$ cat config.mk
export PLATFORM = sky130hd
export DESIGN_NAME = mul8_rr_sched
export DESIGN_NICKNAME = d
export VERILOG_FILES = /design/src/rtl/mul8_rr_sched.sv
export SDC_FILE = /design/constraint.sdc
export NUM_CORES = 1
export LEC_CHECK = 0
export CAP_MARGIN = 20
export CORE_ASPECT_RATIO = 1.25
export CORE_MARGIN = 2
export CORE_UTILIZATION = 52
export CTS_CLUSTER_SIZE = 16
export DETAILED_ROUTE_END_ITERATION = 8
export PLACE_DENSITY = 0.81
export REMOVE_ABC_BUFFERS = 1
export SYNTH_ARGS = -nofsm -noshare
export SYNTH_HDL_FRONTEND = slang
export SYNTH_SLANG_ARGS = --single-unit
$ cat constraint.sdc
create_clock -name clk -period 5.47 [get_ports clk]
set_input_delay 0.8205 -clock clk [delete_from_list [all_inputs] [get_ports clk]]
set_output_delay 0.8205 -clock clk [all_outputs]
set_load 0.03 [all_outputs]
$ cat src/rtl/mul8_rr_sched.sv
// rtl/mul8_rr_sched.sv - round-robin scheduler sharing one registered 8x8 unsigned multiplier
module mul8_rr_sched #(
    parameter int NREQ = 4
) (
    input  logic                    clk,
    input  logic                    rst_n,
    input  logic [NREQ-1:0]         req_valid,
    input  logic [NREQ*8-1:0]       req_a,
    input  logic [NREQ*8-1:0]       req_b,
    output logic [NREQ-1:0]         req_ready,
    output logic                    rsp_valid,
    output logic [15:0]             rsp_data,
    output logic [$clog2(NREQ)-1:0] rsp_id,
    input  logic                    rsp_ready,
    output logic                    busy,
    output logic [15:0]             op_count
);

    localparam int ID_W = $clog2(NREQ);

    typedef enum logic [1:0] {
        IDLE = 2'd0,
        CALC = 2'd1,
        RESP = 2'd2
    } state_t;

    state_t            state;
    state_t            state_nxt;

    logic [ID_W-1:0]   ptr;
    logic [7:0]        a_r;
    logic [7:0]        b_r;
    logic [ID_W-1:0]   id_r;

    logic              any_valid;
    logic              upper_hit;
    logic [ID_W-1:0]   upper_id;
    logic [ID_W-1:0]   lower_id;
    logic [ID_W-1:0]   grant_id;
    logic [7:0]        grant_a;
    logic [7:0]        grant_b;
    logic [ID_W-1:0]   ptr_nxt;

    logic              accept;
    logic              rsp_fire;

    // Round-robin search split in two: the lowest requester at or above ptr
    // wins; if there is none, the search wraps to the lowest requester overall.
    always_comb begin
        any_valid = 1'b0;
        upper_hit = 1'b0;
        upper_id  = '0;
        lower_id  = '0;
        for (int i = NREQ - 1; i >= 0; i--) begin
            if (req_valid[i]) begin
                any_valid = 1'b1;
                lower_id  = ID_W'(i);
                if (i >= int'(ptr)) begin
                    upper_hit = 1'b1;
                    upper_id  = ID_W'(i);
                end
            end
        end
        grant_id = upper_hit ? upper_id : lower_id;
    end

    always_comb begin
        grant_a = '0;
        grant_b = '0;
        for (int i = 0; i < NREQ; i++) begin
            if (ID_W'(i) == grant_id) begin
                grant_a = req_a[8*i +: 8];
                grant_b = req_b[8*i +: 8];
            end
        end
    end

    assign ptr_nxt = (grant_id == ID_W'(NREQ - 1)) ? '0 : grant_id + ID_W'(1);

    always_ff @(posedge clk or negedge rst_n) begin
        if (!rst_n) begin
            state <= IDLE;
        end else begin
            state <= state_nxt;
        end
    end

    // req_ready is gated by rst_n so no strobe escapes while reset is held.
    always_comb begin
        state_nxt = state;
        accept    = 1'b0;
        rsp_fire  = 1'b0;
        req_ready = '0;
        case (state)
            IDLE: begin
                if (any_valid && rst_n) begin
                    accept    = 1'b1;
                    req_ready = NREQ'(1) << grant_id;
                    state_nxt = CALC;
                end
            end
            CALC: begin
                state_nxt = RESP;
            end
            RESP: begin
                if (rsp_ready) begin
                    rsp_fire  = 1'b1;
                    state_nxt = IDLE;
                end
            end
            default: begin
                state_nxt = IDLE;
            end
        endcase
    end

    always_ff @(posedge clk or negedge rst_n) begin
        if (!rst_n) begin
            ptr  <= '0;
            a_r  <= '0;
            b_r  <= '0;
            id_r <= '0;
        end else if (accept) begin
            ptr  <= ptr_nxt;
            a_r  <= grant_a;
            b_r  <= grant_b;
            id_r <= grant_id;
        end
    end

    always_ff @(posedge clk or negedge rst_n) begin
        if (!rst_n) begin
            rsp_valid <= 1'b0;
            rsp_data  <= '0;
            rsp_id    <= '0;
            op_count  <= '0;
        end else begin
            if (state == CALC) begin
                rsp_valid <= 1'b1;
                rsp_data  <= 16'(a_r) * 16'(b_r);
                rsp_id    <= id_r;
            end else if (rsp_fire) begin
                rsp_valid <= 1'b0;
                op_count  <= op_count + 16'd1;
            end
        end
    end

    assign busy = (state != IDLE);

endmodule
==> flow_summary.ini <==
; generated from flow reports
[outcome]
status = finished, final reports clean

[yosys]
yosys_warnings = 0
netlist.area_leader.share_pct = 28.62
ys_seq_share_pct = 28.62

[floorplan]
pin_count = 111

[sta]
slew_headroom_pct = 43.86
final-setup-viol-count = 0
period_minus_slack_ns = 4.591
max_freq_ghz = 0.2178

[routing]
drt_iter0_drc = 173

[finish]
inv_count = 56

[grt]
grt_overflow = 0

[min_path]
hp-class = reg -> reg
hold_depth = 2

[critical_path]
cp-end-kind = primary output

[clock_tree]
clk_latency_ns = 0.34
cts_setup_buffers = 0
clock_path_buffers = 2
[cells by family (layout without fill, tap and decap cells)]
logic type	count (synthesis)	count (layout)	synth area share (%)
buffers and inverters	78	187	6.528
and+or+nand+nor	198	198	21.44
adders and majority gates	77	77	24.76
muxes	2	2	0.4519
xor gates and xnor gates	24	24	4.218
DFF	57	57	28.62
AOI/OAI and AO/OA	101	101	13.98
[sequential cells by signal (all words and copies together), names as in the netlist, 2 cells and up]
name	flops
rsp_data	16
op_count	16
state	2
id_r	2
rsp_id	2
a_r	8
ptr	2
b_r	8
[stage by stage]
| step | setup slack, ns |
|---|---|
| finish | 0.8792 |
| global route | 0.7147 |
| CTS | 0.8805 |
| detailed placement | 0.8999 |
| global placement | 1.064 |
| floorplan | 1.463 |
[routing by layer]
metal,vias to the layer above,wire (um),GRT usage [%]
met5,-,0,0
met4,0,288,10.20
met3,19,611,5.680
met2,121,5356,37.89
met1,1914,4179,24.41
li1,2001,-,-
[worst max-delay path, stage by stage]
cell and delay (ns):
clkdlybuf4s50_1 0.54, nor2b_1 0.09, o21a_1 0.18, a311oi_1 0.60, inv_1 0.16, ha_1 0.52
and2_1 0.27, clkdlybuf4s50_1 0.59
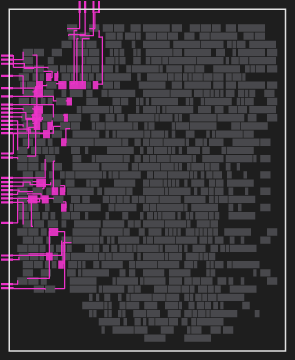
*Port wiring*
Drawn at 3 px/um.
[magenta] `req_a` | direction: input | end cells: 25 | buffers: 32 | wire: 618 um

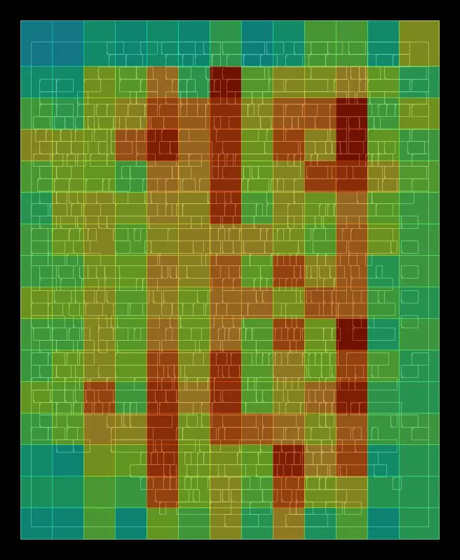
*Congestion heat map*
busiest grt layer: met2
GR Util met3: 5.680%
gr usage total: 21.58%
Wirelength per Cell: 13.57 um

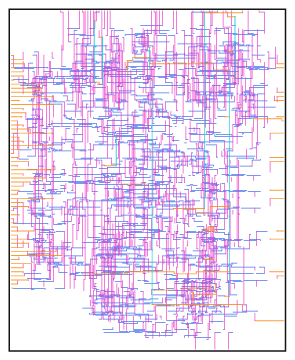
*Routed metal, one colour a layer*
Drawn at 3 px/um.
[cyan] met4 | wire length: 288 um
[blue] met1 | wire length: 4,180 um
[orange] met3 | wire length: 611 um
[magenta] met2 | wire length: 5,360 um
final WL: 10,440 um
Vias: 4,055

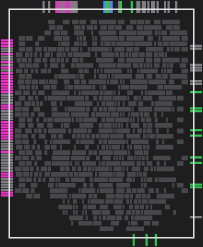
*Pin map*
Drawn at 2 px/um. Pins as bars across the die edge, other pins in grey.
[green] `rsp_data` | pins: 16 | direction: output | edge: 9 right, 4 top, 3 bottom
[blue] `rsp_id` | pins: 2 | direction: output | edge: top
[magenta] `req_a` | pins: 32 | direction: input | edge: 28 left, 4 top
all pins by edge: 58 left, 33 top, 17 right, 3 bottom

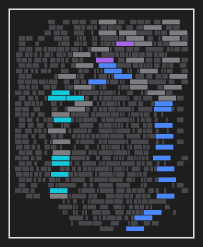
*Register map, names as in the netlist*
Drawn at 2 px/um.
[purple] `state` | placed flops: 2
[blue] `rsp_data` | placed flops: 16
[cyan] `b_r` | placed flops: 8
not coloured: 31
Util after Layout: 69.88%
Seq area share: 22.13%
Register Area: 0.001426 mm2

